==> src/rtl/counter_up_8b.sv <==
// Up counter: counts 0..target after a load, then parks in DONE.
// Elapsed-cycle companion to the down counter.
module counter_up_8b #(
  parameter int WIDTH = 8
) (
  input  logic             clk,
  input  logic             rst,
  input  logic             load,
  input  logic [WIDTH-1:0] in,
  input  logic             en,
  output logic [WIDTH-1:0] count,
  output logic             busy,
  output logic             done
);

  localparam logic [1:0] S_IDLE  = 2'd0;
  localparam logic [1:0] S_COUNT = 2'd1;
  localparam logic [1:0] S_DONE  = 2'd2;

  logic [1:0]       state;
  logic [1:0]       state_n;
  logic [WIDTH-1:0] count_n;
  logic [WIDTH-1:0] target;
  logic [WIDTH-1:0] target_n;
  logic [WIDTH-1:0] count_inc;
  logic             step;

  assign count_inc = count + WIDTH'(1);
  assign step      = !load && en && (state == S_COUNT);

  // Next-state decode: load wins, then an enabled step, else hold.
  always_comb begin
    state_n  = state;
    count_n  = count;
    target_n = target;
    unique case (1'b1)
      load: begin
        target_n = in;
        count_n  = '0;
        state_n  = (in == '0) ? S_DONE : S_COUNT;
      end
      step: begin
        count_n = count_inc;
        state_n = (count_inc == target) ? S_DONE : S_COUNT;
      end
      default: begin
      end
    endcase
  end

  // State registers; reset drops straight back to IDLE.
  always_ff @(posedge clk or negedge rst) begin
    if (!rst) begin
      state  <= S_IDLE;
      count  <= '0;
      target <= '0;
    end else begin
      state  <= state_n;
      count  <= count_n;
      target <= target_n;
    end
  end

  assign busy = (state == S_COUNT);
  assign done = (state == S_DONE);

endmodule

==> config.mk <==
export PLATFORM = sky130hd
export DESIGN_NAME = counter_up_8b
export DESIGN_NICKNAME = d
export VERILOG_FILES = /design/src/rtl/counter_up_8b.sv
export SDC_FILE = /design/constraint.sdc
export NUM_CORES = 1
export LEC_CHECK = 0
export ABC_CLOCK_PERIOD_IN_PS = 3510
export CORE_UTILIZATION = 45
export CTS_CLUSTER_SIZE = 30
export DETAILED_ROUTE_END_ITERATION = 8
export PLACE_DENSITY = 0.72
export SYNTH_ARGS = -nofsm -noshare
export SYNTH_HDL_FRONTEND = slang
export SYNTH_SLANG_ARGS = --single-unit
==> constraint.sdc <==
create_clock -name clk -period 3.51 [get_ports clk]
set_input_delay 0.5265 -clock clk [delete_from_list [all_inputs] [get_ports clk]]
set_output_delay 0.5265 -clock clk [all_outputs]
set_load 0.02 [all_outputs]
==> flow_summary.yaml, run 1 <==
# synthesis and place-and-route metrics
synthesis:
  yosysTopAreaCellShare_pct: 44.3
  yosysSeqAreaShare_pct: 44.3
  xor_area_share_pct: 13.8
  largest_area_cell: "dfrtp_1"
  synth-edff-count: 0
  ys_warn_count: 0
  ys_seq_elements: 18
  ff_type: "dfrtp_1"
  mux_share_pct: 9.84
  synth.area.top_cells: "dfrtp_1 44%, xnor2_1 9.5%, mux2_2 8.9%, nor2_1 4.8%, xor2_1 4.3%"
  syn_inst: 98
  ys_top_logic_family: "simple AND/OR/NAND/NOR gates"
  adder_share_pct: 1.23
  compound_area_share_pct: 4.18
  synth.avg_cell_area_um2: 10.4
  async_flop_share_pct: 100
  yosysUniqueCellTypes: 28
  netlist_area_mm2: 0.00102
  fp_nets: 111
  yosysChipArea_mm2: 0.00102
setup_path:
  crit_path_top_delay_cell: "clkdlybuf4s50_1"
  crit_chain: "nor2b_1 > clkdlybuf4s50_1"
  crit_family: "buffers and inverters"
  crit_cells: 2
  critPathLaunchType: "flip-flop"
  crit_start: "state[0]"
  required_ns: 2.98
  cp-end-kind: "output port"
  reg2reg_setup_slack_ns: 1.55
  critPathKind: "reg2out"
  rr_endpoint: "state[1]"
  crit_fanout: 4
  critPathMaxStageDelay_ns: 0.60
  worstRegToRegCells: 6
  cp.arrival_ns: 1.48
min_path:
  hold_path_depth: 1
  hp-class: "reg2reg"
  hp-start: "target[0]"
  whs_endpoint: "target[0]"
clock_tree:
  insertion_delay_ns: 0.28
  cts_tree: "yes"
  cts_sinks: 18
  cts_setup_buffers: 0
  cts_max_level: 1
  cts_resized: 0
  numCtsBuffers: 3
  clk_path_buf_depth: 2
  cts_hold_buffers: 0
final_layout:
  final_util_pct: 61.9
  buf_share_pct: 17.2
  top_regs: "count x8, target x8, state x2"
  mi_logic_area_um2: 533
  clock_area_share_pct: 1.78
  drive_above_1_share_pct: 14.2
  stdcell_area_mm2: 0.00126
  final_nets: 135
  fin_cells: 147
  syn_to_final_growth_pct: 24.4
  seq_area_um2: 450
  comb_share_pct: 42.1
  nClkBuffers: 3
  seqAreaFraction_pct: 35.6
  ff_count: 18
  antenna_cells: 0
  nFillCells: 193
  final_cell_mix: "21 x clkdlybuf4s50_1, 18 x dfrtp_1, 13 x nor2_1"
  nonClockInverterCount: 2
power:
  p_sw_uw: 103
  seq_cell_power_uw: 231
  clk-power_uw: 98.9
  sw_frac_of_total_pct: 25.6
  maxPowerGroup: "sequential cells"
  power_per_cell_area_mw_per_mm2: 319
  clkPwrFrac_pct: 24.5
  sequentialPowerShare_pct: 57.2
sta:
  setup_tns_ns: 0
  rsz0062_at_grt: "no"
  period_used_pct: 57.0
  finalSetupViolations: 0
  drv_slew: 0
  slew_headroom_pct: 45.6
  whs_ns: 0.538
  period_minus_slack_ns: 2.00
  skew_ns: 0.00139
  fmax_mhz: 499
  hold_viol_final: 0
status:
  outcome: "completed"
place:
  pre_cts_ws_ns: 1.24
  numPortBuffers: 21
  dpl_cell_area_mm2: 0.00124
  hpwl_um: 1510
  gp_congestion: 0.802
floorplan:
  core_region_area_mm2: 0.00204
  rows: 16
  pin_count: 22
  fp_util_pct: 49.8
  die.size.y_um: 49.5
  num_tap_cells: 27
  die_area_mm2: 0.00245
route:
  drtIter0Drc: 7
  drt-pass1-iter-count: 4
  highest_layer: "met4"
  wl_met3_um: 54
  antenna_left: 0
  met1_length_um: 866
  vias_per_cell: 5.29
global_route:
  grt_pass1_wl_um: 3440
  grt_pass1_vias: 782
  use_met2_pct: 30.4
  top_usage_layer: "met2"
  gr-total-overflow: 0
run:
  cap_violations: 0
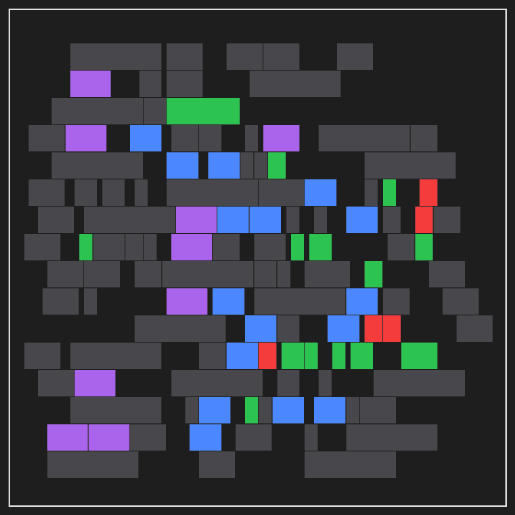
run_1/gates.png
Drawn at 10 px/µm.
legend:
  mux cells:
    colour: purple
    cells: 9
  aoi and oai cells:
    colour: red
    cells: 5
  xor and xnor cells:
    colour: blue
    cells: 16
  nand cells:
    colour: green
    cells: 14

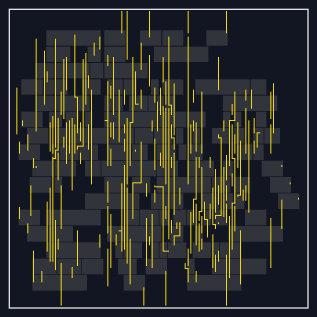
run_1/m2.png
Drawn at 6 px/µm. Cells faint in the background.
nets with wire on the layer: 119
share of all routed wire: 52%
Vias: 778
overall routed net length: 1940 µm

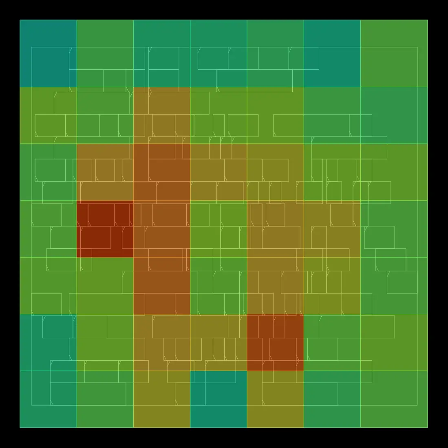
run_1/congestion_map.png
met1 usage: 23.9%
WL/cell: 13.2 µm
GR Util All Layers: 18.5%

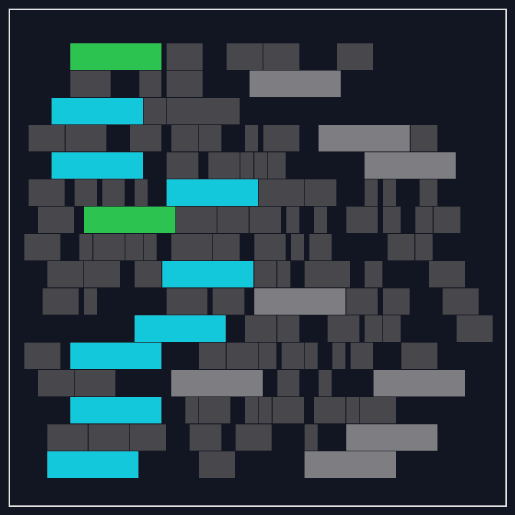
run_1/ff_map.png
Drawn at 10 px/µm. Other sequential cells in the stronger grey, the rest of the logic in the fainter grey.
legend:
  `target`:
    colour: cyan
    flops: 8
  `state`:
    colour: green
    flops: 2
not coloured: 8

==> inputs of run 2 (changes only) <==
--- a/config.mk
+++ b/config.mk
@@ -5,7 +5,7 @@
 export SDC_FILE = /design/constraint.sdc
 export NUM_CORES = 1
 export LEC_CHECK = 0
-export ABC_CLOCK_PERIOD_IN_PS = 3510
+export ABC_CLOCK_PERIOD_IN_PS = 1900
 export CORE_UTILIZATION = 45
 export CTS_CLUSTER_SIZE = 30
 export DETAILED_ROUTE_END_ITERATION = 8
==> constraint.sdc (replaced) <==
create_clock -name clk -period 1.9 [get_ports clk]
set_input_delay 0.285 -clock clk [delete_from_list [all_inputs] [get_ports clk]]
set_output_delay 0.285 -clock clk [all_outputs]
set_load 0.02 [all_outputs]
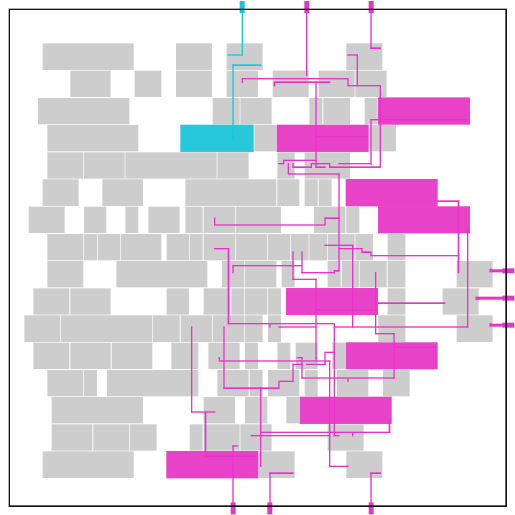
run_2/port_trees.png
Drawn at 10 px/µm.
legend:
  `en`:
    colour: cyan
    direction: input
    edge: top
    end_cells: 1
    buffers: 1
    wire: 15.9 µm
  `count`:
    colour: magenta
    direction: output
    edge: 3 right, 3 bottom, 2 top
    end_cells: 8
    buffers: 9
    wire: 393 µm

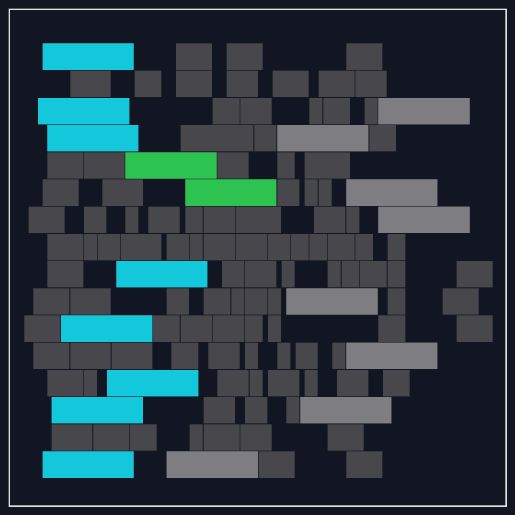
run_2/ff_map.png
Drawn at 10 px/µm. Other sequential cells in the stronger grey, the rest of the logic in the fainter grey.
legend:
  `state`:
    colour: green
    flops: 2
  `target`:
    colour: cyan
    flops: 8
not coloured: 8
Seq power: 425 µW
Seq. cell area: 450 µm²
fin util: 63.4%
Seq/total area: 34.8%

==> run 2 against run 1 <==
Compared with the run above:
- clock skew is 0.0052 ns higher
- clock-buffer cell count stayed put
- non-clock buffer count is 4 higher
- register-to-register slack worse by 1.3 ns
- final cell count is 2.7% higher
- clock power is 88% higher
- die size stayed put
- hold slack worse by 0.23 ns
- power is 88% higher
- critical path type unchanged
- critical endpoint unchanged
- largest cell class unchanged
==> flow_summary.yaml, run 2 <==
# synthesis and place-and-route metrics
synthesis:
  compound_area_share_pct: 4.18
  fp_nets: 111
  ys_seq_elements: 18
  ys_top_logic_family: "simple AND/OR/NAND/NOR gates"
  synth-edff-count: 0
  netlist_area_mm2: 0.00102
  mux_share_pct: 9.84
  async_flop_share_pct: 100
  xor_area_share_pct: 13.8
  yosysTopAreaCellShare_pct: 44.3
  yosysChipArea_mm2: 0.00102
route:
  finalWirelength_um: 1980
  wl_per_cell_um: 13.1
  vias_per_cell: 5.26
  met1_length_um: 909
  highest_layer: "met4"
  vias: 795
  wl_met3_um: 48
sta:
  hold_viol_final: 0
  rsz0062_at_grt: "no"
  drv_slew: 0
  period_used_pct: 95.1
  fmax_mhz: 554
  period_minus_slack_ns: 1.81
  whs_ns: 0.309
  setup_tns_ns: 0
  slew_headroom_pct: 75.8
  skew_ns: 0.00657
  finalSetupViolations: 0
floorplan:
  num_tap_cells: 27
  die.size.y_um: 49.5
  rows: 16
  pin_count: 22
  fp_util_pct: 49.8
  core_region_area_mm2: 0.00204
setup_path:
  critPathMaxStageDelay_ns: 0.62
  worstRegToRegCells: 5
  crit_cells: 2
  crit_start: "state[0]"
  crit_fanout: 4
  critPathLaunchType: "flip-flop"
  reg2reg_setup_slack_ns: 0.21
  required_ns: 1.62
  crit_path_top_delay_cell: "clkdlybuf4s50_1"
  cp-end-kind: "output port"
  critPathKind: "reg2out"
clock_tree:
  cts_setup_buffers: 0
  cts_hold_buffers: 0
  cts_resized: 0
  insertion_delay_ns: 0.29
  cts_sinks: 18
  clk_path_buf_depth: 2
final_layout:
  top_regs: "count x8, target x8, state x2"
  syn_to_final_growth_pct: 27.3
  nonClockInverterCount: 2
  ff_count: 18
  clock_area_share_pct: 1.74
  final_nets: 139
  final_cell_mix: "21 x clkdlybuf4s50_1, 18 x dfrtp_1, 13 x nor2_1"
global_route:
  track_usage_pct: 19.3
  gr-total-overflow: 0
  grt_pass1_wl_um: 3560
  grt_use_met1_pct: 23.2
power:
  sequentialPowerShare_pct: 56.1
  sw_frac_of_total_pct: 25.8
  clkPwrFrac_pct: 24.5
place:
  numPortBuffers: 21
  pre_cts_ws_ns: 0.0363
status:
  outcome: "completed"
No activity file was given, so power comes from the tool's default toggle rates.
